**Run 1: power grid**

Bar = 20 um. Pins as bars on the die edge. Tap cells in gray.
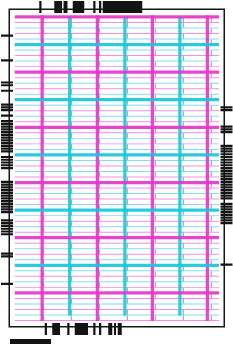
**Run 1: placed cells, one color a class**

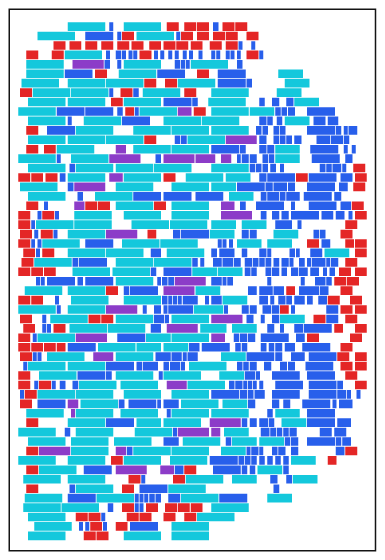
**Run 1: routed clock nets over the placement**

Bar = 20 um.
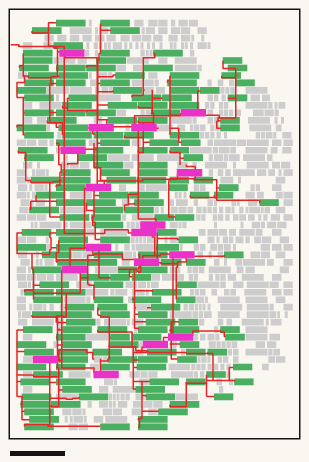
[config.mk]
export PLATFORM = sky130hd
export DESIGN_NAME = rf_write_arbiter
export DESIGN_NICKNAME = d
export VERILOG_FILES = /design/src/rtl/rf_write_arbiter.sv
export SDC_FILE = /design/constraint.sdc
export NUM_CORES = 1
export LEC_CHECK = 0
export CORE_ASPECT_RATIO = 1.5
export CORE_MARGIN = 2
export CORE_UTILIZATION = 58
export DETAILED_ROUTE_END_ITERATION = 8
export GPL_ROUTABILITY_DRIVEN = 0
export PLACE_DENSITY_LB_ADDON = 0.3
export SLEW_MARGIN = 40
export SYNTH_ARGS = -nofsm -noshare
export SYNTH_HDL_FRONTEND = slang
export SYNTH_SLANG_ARGS = --single-unit
[constraint.sdc]
create_clock -name clk -period 5.3 [get_ports clk]
set_clock_uncertainty 0.1 [all_clocks]
set_input_delay 0.53 -clock clk [delete_from_list [all_inputs] [get_ports clk]]
set_output_delay 0.53 -clock clk [all_outputs]
set_load 0.05 [all_outputs]
[src/rtl/rf_write_arbiter.sv]
// rf_write_arbiter: shares the single register-file write port between the
// pipeline WB stage (priority) and a queue of long-latency unit results.
// Also keeps a per-register busy scoreboard for decode hazard stalls and
// raises a one-cycle WB hold when queued results have waited too long.
module rf_write_arbiter #(
   parameter int WORD_LEN   = 32,
   parameter int ADDR_LEN   = 5,
   parameter int FIFO_DEPTH = 4,
   parameter int STARVE_MAX = 3
) (
   input  logic                clk,
   input  logic                rst,
   input  logic                wb_en,
   input  logic [ADDR_LEN-1:0] wb_addr,
   input  logic [WORD_LEN-1:0] wb_data,
   input  logic                lu_valid,
   output logic                lu_ready,
   input  logic [ADDR_LEN-1:0] lu_addr,
   input  logic [WORD_LEN-1:0] lu_data,
   input  logic                iss_valid,
   input  logic [ADDR_LEN-1:0] iss_dst,
   output logic                iss_stall,
   input  logic [ADDR_LEN-1:0] rd_a1,
   input  logic [ADDR_LEN-1:0] rd_a2,
   output logic                raw_stall,
   output logic                wb_hold,
   output logic                rf_we,
   output logic [ADDR_LEN-1:0] rf_waddr,
   output logic [WORD_LEN-1:0] rf_wdata,
   output logic                waw_err
);

   localparam int NREG  = 2 ** ADDR_LEN;
   localparam int PTR_W = $clog2(FIFO_DEPTH);
   localparam int CNT_W = $clog2(STARVE_MAX + 1);

   // LU result queue storage; head is read directly because it feeds the
   // write port in the same cycle it is selected.
   logic [ADDR_LEN-1:0] addr_mem [FIFO_DEPTH];
   logic [WORD_LEN-1:0] data_mem [FIFO_DEPTH];

   logic [PTR_W-1:0]    rd_ptr_reg, wr_ptr_reg;
   logic [PTR_W:0]      occ_reg;
   logic [NREG-1:0]     busy_reg, busy_next;
   logic [CNT_W-1:0]    starve_reg;
   logic                wb_hold_reg, waw_err_reg;

   logic                fifo_empty, fifo_full;
   logic                wb_grant, pop, push, iss_grant;
   logic [ADDR_LEN-1:0] head_addr;
   logic [WORD_LEN-1:0] head_data;

   assign fifo_empty = (occ_reg == '0);
   assign fifo_full  = (occ_reg == (PTR_W+1)'(FIFO_DEPTH));
   assign head_addr  = addr_mem[rd_ptr_reg];
   assign head_data  = data_mem[rd_ptr_reg];

   // WB to r0 is a no-op, so it never claims the port.
   assign wb_grant  = wb_en & (wb_addr != '0);
   assign pop       = ~wb_grant & ~fifo_empty;
   // Results for r0 are accepted on the handshake but never stored.
   assign push      = lu_valid & ~fifo_full & (lu_addr != '0);
   assign lu_ready  = ~fifo_full;

   assign iss_stall = busy_reg[iss_dst] & (iss_dst != '0);
   assign iss_grant = iss_valid & ~iss_stall & (iss_dst != '0);
   assign raw_stall = busy_reg[rd_a1] | busy_reg[rd_a2];

   assign wb_hold   = wb_hold_reg;
   assign waw_err   = waw_err_reg;

   // Write-port mux: WB first, otherwise drain the queue head.
   always_comb begin
      rf_we    = 1'b0;
      rf_waddr = '0;
      rf_wdata = '0;
      if (wb_grant) begin
         rf_we    = 1'b1;
         rf_waddr = wb_addr;
         rf_wdata = wb_data;
      end else if (pop) begin
         rf_we    = 1'b1;
         rf_waddr = head_addr;
         rf_wdata = head_data;
      end
   end

   // Per-register scoreboard next state; r0 is hardwired not busy.
   // Set and clear never target the same register in one cycle because an
   // issue to a busy register is refused.
   assign busy_next[0] = 1'b0;
   generate
      for (genvar gi = 1; gi < NREG; gi++) begin : g_busy
         assign busy_next[gi] =
            (iss_grant && (iss_dst == ADDR_LEN'(gi))) ? 1'b1 :
            (pop && (head_addr == ADDR_LEN'(gi)))     ? 1'b0 :
                                                        busy_reg[gi];
      end
   endgenerate

   // Queue payload write; contents need no reset since occupancy guards them.
   always_ff @(posedge clk) begin
      if (push) begin
         addr_mem[wr_ptr_reg] <= lu_addr;
         data_mem[wr_ptr_reg] <= lu_data;
      end
   end

   // Queue pointers and occupancy; simultaneous push and pop keep occupancy.
   always_ff @(posedge clk) begin
      if (rst) begin
         rd_ptr_reg <= '0;
         wr_ptr_reg <= '0;
         occ_reg    <= '0;
      end else begin
         if (push) wr_ptr_reg <= wr_ptr_reg + 1'b1;
         if (pop)  rd_ptr_reg <= rd_ptr_reg + 1'b1;
         case ({push, pop})
            2'b10:   occ_reg <= occ_reg + 1'b1;
            2'b01:   occ_reg <= occ_reg - 1'b1;
            default: occ_reg <= occ_reg;
         endcase
      end
   end

   // Scoreboard register.
   always_ff @(posedge clk) begin
      if (rst) busy_reg <= '0;
      else     busy_reg <= busy_next;
   end

   // Starvation counter: counts denied cycles while results wait; on the
   // cycle that reaches the limit it clears and requests a one-cycle hold.
   always_ff @(posedge clk) begin
      if (rst) begin
         starve_reg  <= '0;
         wb_hold_reg <= 1'b0;
      end else if (fifo_empty || pop) begin
         starve_reg  <= '0;
         wb_hold_reg <= 1'b0;
      end else if (starve_reg == CNT_W'(STARVE_MAX - 1)) begin
         starve_reg  <= '0;
         wb_hold_reg <= 1'b1;
      end else begin
         starve_reg  <= starve_reg + 1'b1;
         wb_hold_reg <= 1'b0;
      end
   end

   // WAW flag: WB wrote a register that still has an LU result pending.
   always_ff @(posedge clk) begin
      if (rst) waw_err_reg <= 1'b0;
      else     waw_err_reg <= wb_grant & busy_reg[wb_addr];
   end

endmodule

==> tab_implementation.tex, run 1 <==
% Yosys + OpenROAD metrics
\begin{tabular}{lr}
\hline
Metric & Value \\
\hline
\multicolumn{2}{l}{\textbf{Layout}} \\
\quad Reg area & 5330 um2 \\
\multicolumn{2}{l}{\textbf{Global routing}} \\
\quad Remaining Overflow, GRT & 0 \\
\quad Global-route wire length before repair & 34.1 mm \\
\multicolumn{2}{l}{\textbf{Detailed routing}} \\
\quad Post-detailed-route DRC marker count & 0 \\
\quad Overall routed net length & 21.7 mm \\
\quad Uppermost routed layer & met4 \\
\quad Number of DRC violations after detailed-routing iteration 0 & 560 \\
\multicolumn{2}{l}{\textbf{Final timing}} \\
\quad Fin Hold WS & 319 ps \\
\quad Final-layout setup total negative slack & 0 ps \\
\multicolumn{2}{l}{\textbf{Synthesis}} \\
\quad Synth flops & 192 \\
\quad Distinct lib cells & 48 \\
\quad Mapped Avg Cell Area & 13.9 um2 \\
\quad Count of library flops with an enable pin & 148 \\
\quad Most instantiated flip-flop cell in the synthesis netlist & edfxtp\_1 \\
\multicolumn{2}{l}{\textbf{CTS}} \\
\quad Clock buffers created by TritonCTS & 17 \\
\quad Post CTS Setup Buffer Count & 0 \\
\quad H-tree depth reported by CTS & 4 \\
\quad Insertion delay of the later-clocked pin in the worst-skew pair & 440 ps \\
\multicolumn{2}{l}{\textbf{Die}} \\
\quad Core Density at Floorplan & 0.591 \\
\quad Placement Rows & 55 \\
\multicolumn{2}{l}{\textbf{Critical path}} \\
\quad Type of destination of the critical path & output port \\
\quad Required @ worst endpoint & 4670 ps \\
\quad Worst setup path endpoint & rf\_waddr[3] \\
\quad Data arrival time of the critical path & 3600 ps \\
\multicolumn{2}{l}{\textbf{Placed design}} \\
\quad Port-buffer cells & 136 \\
\multicolumn{2}{l}{\textbf{Run status}} \\
\quad Result of the run & completed \\
\hline
\end{tabular}
-- 'power grid' (at the start) --
VSS: marked magenta. VDD: marked cyan.
137 signal pins sit on the boundary. 199 tap cells. 56 met1 rails follow the rows. The core has 55 rows.
IR Drop Worst-Case VDD: 0.431 mV
Die H: 156 um
floorplan core area: 15100 um2
die x size: 105 um

-- 'placed cells, one color a class' (at the start) --
remaining buffers and delay cells: marked red, cells 144. clock drivers and dummy loads: marked purple, cells 32. remaining logic cells: marked blue, cells 414. registers: marked cyan, cells 192.
proportion of cell area occupied by registers: 0.483
utilization of the core after routing: 0.732

-- 'routed clock nets over the placement' (at the start) --
clock-net drivers: marked magenta, count 17. clock wires: marked red, length 1950 um. flip-flops: marked green, count 192.
There are 18 routed clock nets.
Clk. pwr: 1.25 mW
power share of the clock group: 0.276

[run 1: cell families (layout without fill, tap and decap cells)]
kind of cell | count (synthesis) | after routing | share of synthesized area
multiplexers | 78 | 78 | 0.180
flip-flops | 192 | 192 | 0.598
buffers and inverters | 47 | 187 | 0.0222
XOR/XNOR | 5 | 5 | 0.00492
adder cells (fa/ha/maj) | 7 | 7 | 0.0107
AND-OR/OR-AND | 93 | 93 | 0.0589
AND/OR/NAND/NOR | 220 | 220 | 0.125
[run 1: through the flow]
stage / area [um2] / std cells / power, mW / worst slack [ps] / util
after detailed placement: 10400 / 949 / 3.28 / 1100 / 0.693
after global routing: 11000 / 981 / 4.66 / 944 / 0.732
after CTS: 11000 / 981 / 4.52 / 1090 / 0.732
after global placement: 10400 / 949 / 3.24 / 1130 / 0.692
after floorplan: 8900 / 642 / 2.81 / 2080 / -
final: 11000 / 981 / 4.51 / 1070 / 0.732
[run 1: power by group]
group	switching (mW)	leakage, nW	internal [mW]
combinational	0.852	1.75	0.553
clock	0.613	0.284	0.632
sequential	0.0890	1.71	1.77
total	1.55	3.75	2.96
[run 1: layout make-up]
| class | instances | area share |
|---|---|---|
| inverters | 11 | 0.00374 |
| multi-input cells | 403 | 0.308 |
| flip-flops and latches | 192 | 0.483 |
| well taps | 199 | 0.0226 |
| clock buffers | 17 | 0.0386 |
| clock inverters | 15 | 0.0145 |
| repair buffers | 144 | 0.129 |
[run 1: layout by cell type, fill, tap and decap left out, types with 6 or more instances in the layout]
cell             count
nand2b_1             7
nand3_1             38
mux2i_1              8
nand3b_1             6
clkdlybuf4s50_1    136
clkbuf_16           17
o21ai_0             40
dfxtp_1             42
nor2b_1             33
edfxtp_1           148
o21ai_1             24
ha_1                 6
a21oi_1             10
nand2_1             88
or3_1                7
nor2_1              14
mux4_2              65
buf_4                8
inv_1               11
[run 1: layer usage]
layer	GRT usage	up-vias
met1	0.307	3068
met2	0.508	331
met5	0	-
met4	0.136	0
li1	-	2730
met3	0.0556	58
[run 1: Yosys cell counts (6+ instances only)]
cell and instances:
nand3b_1 6, o21ai_1 25, or3_1 7, nand2b_1 7, edfxtp_1 148, nor2b_1 33
mux4_2 65, mux2i_1 8, a21oi_1 10, inv_1 11, nand3_1 38, dfxtp_1 44
ha_1 6, nand2_1 88, nor2_1 14, o21ai_0 40, clkbuf_1 26
[run 1: critical path: stages]
cell and delay, ps:
clkdlybuf4s50_1 400, buf_4 180, or4_4 570, o21a_1 450, buf_4 360, o21ai_0 260, clkdlybuf4s50_1 850
[run 1: worst min-delay path by stage]
stage	startpoint	to	slack, ps
floorplan	starve_reg[0]$_SDFF_PP0_	starve_reg[0]$_SDFF_PP0_	290
global placement	starve_reg[0]$_SDFF_PP0_	starve_reg[0]$_SDFF_PP0_	300
detailed placement	starve_reg[0]$_SDFF_PP0_	starve_reg[0]$_SDFF_PP0_	310
CTS	starve_reg[0]$_SDFF_PP0_	starve_reg[0]$_SDFF_PP0_	320
global route	starve_reg[0]$_SDFF_PP0_	starve_reg[0]$_SDFF_PP0_	340
finish	starve_reg[0]$_SDFF_PP0_	starve_reg[0]$_SDFF_PP0_	320
==> run 2, diff against run 1 <==
- CORE_UTILIZATION: 58 -> 54
- clock period: 5.3 -> 4.4 ns (I/O delays scaled with it)
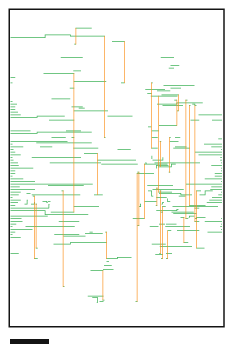
**Above:** run 2 (routed metal, one color a layer).
Bar = 20 um. Only two layers are drawn.
M3: marked green, wire length 1580 um. M4: marked orange, wire length 853 um.
via count: 6174
post-DR wirelength/cell: 22.0 um
overall routed net length: 21.8 mm

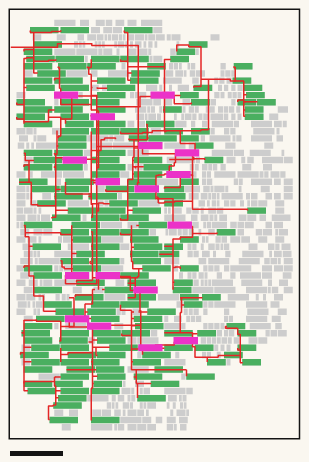
**Above:** run 2 (routed clock nets over the placement).
Bar = 20 um.
clock wires: marked red, length 1860 um. flip-flops: marked green, count 192. clock-net drivers: marked magenta, count 17.
There are 18 routed clock nets.
power share of the clock group: 0.280
insertion delay of the later-clocked pin in the worst-skew pair: 430 ps
Clk. pwr: 1.52 mW

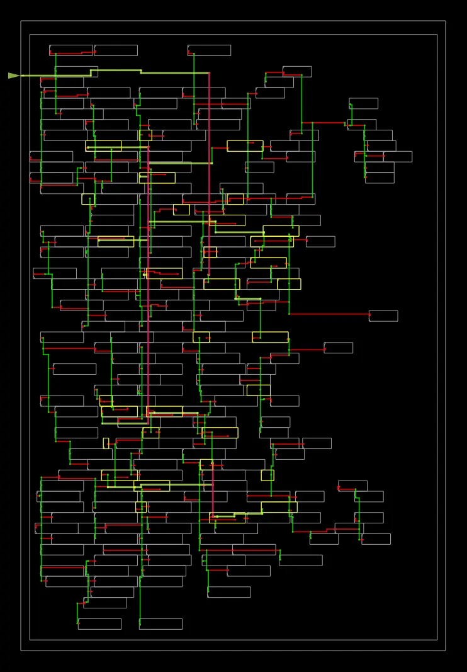
**Above:** run 2 (clock wiring as the flow saved it).
seq_cells: 192
clk sinks: 192
clock buffers created by TritonCTS: 17
clk_buf instances: 18

==> run 2 against run 1 <==
Combinational power grew about 20%; design area shrank 0.14%; flip-flop count stayed put; utilization decreased by 5.1 points; largest cell class unchanged.
==> tab_implementation.tex, run 2 <==
% Yosys + OpenROAD metrics
\begin{tabular}{lr}
\hline
Metric & Value \\
\hline
\multicolumn{2}{l}{\textbf{Critical path}} \\
\quad Data arrival time of the critical path & 3260 ps (was 3600 ps) \\
\quad Required @ worst endpoint & 3860 ps (was 4670 ps) \\
\multicolumn{2}{l}{\textbf{Layout}} \\
\quad Utilization of the core after routing & 0.680 (was 0.732) \\
\quad Combinational gate area & 3410 um2 (was 3400 um2) \\
\quad Reg area & 5330 um2 (about the same) \\
\quad Most common logic cell in the routed design & edfxtp\_1 (unchanged) \\
\quad Non-filler cells, final & 991 (was 981) \\
\quad Inserted Diodes & 0 (unchanged) \\
\multicolumn{2}{l}{\textbf{Global routing}} \\
\quad Remaining Overflow, GRT & 0 (unchanged) \\
\quad Global-route wire length before repair & 33.7 mm (was 34.1 mm) \\
\multicolumn{2}{l}{\textbf{Die}} \\
\quad Die x size & 109 um (was 105 um) \\
\quad Die H & 161 um (was 156 um) \\
\quad Core Density at Floorplan & 0.550 (was 0.591) \\
\quad Placement Rows & 57 (was 55) \\
\multicolumn{2}{l}{\textbf{Synthesis}} \\
\quad Mapped Avg Cell Area & 13.9 um2 (unchanged) \\
\quad Yosys adder share & 0.0107 (unchanged) \\
\quad Share of synthesized cell area in and-or and or-and compound cells & 0.0589 (unchanged) \\
\quad Most instantiated flip-flop cell in the synthesis netlist & edfxtp\_1 (unchanged) \\
\quad Synth flops & 192 (unchanged) \\
\quad Simple-gate share of the synthesized area & 0.125 (unchanged) \\
\quad Mux share & 0.180 (unchanged) \\
\quad Main logic family after synthesis & multiplexers (unchanged) \\
\quad Most frequent cell after synthesis & edfxtp\_1 (unchanged) \\
\quad Most frequent cells after synthesis & edfxtp\_1, nand2\_1, mux4\_2 (unchanged) \\
\multicolumn{2}{l}{\textbf{Detailed routing}} \\
\quad Number of DRC violations after detailed-routing iteration 0 & 558 (was 560) \\
\quad Post-detailed-route DRC marker count & 0 (unchanged) \\
\multicolumn{2}{l}{\textbf{CTS}} \\
\quad Post CTS Setup Buffer Count & 0 (unchanged) \\
\multicolumn{2}{l}{\textbf{Final timing}} \\
\quad Fin Hold WS & 315 ps (was 319 ps) \\
\multicolumn{2}{l}{\textbf{Run status}} \\
\quad Result of the run & completed (unchanged) \\
\multicolumn{2}{l}{\textbf{Placed design}} \\
\quad Number of instances in the placed design & 959 (was 949) \\
\hline
\end{tabular}
==> run 2: cell types whose count changed in the layout (fill, tap and decap cells not counted), sizes merged <==
cell           before  now
inv                19   17
clkbuf             17   18
clkdlybuf4s50     136  107
bufinv              0    1
buf                 8   40
==> run 2: final timing paths <==
path	startpoint	endpoint	slack [ps]
setup / recovery	iss_dst[1]	iss_stall	600
hold / removal	starve_reg[0]$_SDFF_PP0_	starve_reg[0]$_SDFF_PP0_	310
setup reg to reg	flip-flop	busy_reg[3]$_SDFFE_PP0P_	1400
hold reg to reg	starve_reg[0]$_SDFF_PP0_	starve_reg[0]$_SDFF_PP0_	310
==> run 2: power breakdown <==
group	switching [mW]	internal (mW)	leakage, nW
Sequential	0.105	2.13	1.71
Combinational	1.02	0.661	1.81
Clock	0.709	0.812	0.288
Total	1.83	3.61	3.82
==> run 2: logic make-up after synthesis <==
group,Yosys count
AND-OR/OR-AND,93
XOR/XNOR,5
adder cells (fa/ha/maj),7
buffers and inverters,47
flip-flops,192
multiplexers,78
AND/OR/NAND/NOR,220
==> run 2: per-stage QoR <==
step	area, um2	worst slack (ps)	power [mW]
floorplan	8900	1360	3.39
global placement	10400	690	3.90
detailed placement	10400	648	3.95
CTS	11000	636	5.46
global route	11000	585	5.64
finish	11000	595	5.44
==> run 2: area by class of cell <==
type | count | area share
clock inverters | 14 | 0.0152
multi-input cells | 403 | 0.309
inverters | 11 | 0.00375
well taps | 206 | 0.0234
clock buffers | 18 | 0.0390
flip-flops and latches | 192 | 0.484
repair buffers | 147 | 0.126
==> run 2: critical path: stages <==
cell	delay [ps]
clkdlybuf4s50_1	900
mux4_2	420
mux4_2	500
mux2_2	290
clkdlybuf4s50_1	700
==> run 2: routing by layer <==
metal / vias to the layer above / GRT usage / wire length, um
met1: 3039 / 0.291 / 7670
li1: 2733 / - / -
met5: - / 0 / 0
met4: 0 / 0.120 / 853
met3: 67 / 0.0597 / 1580
met2: 335 / 0.452 / 11700
No activity file was given, so power comes from the tool's default toggle rates.
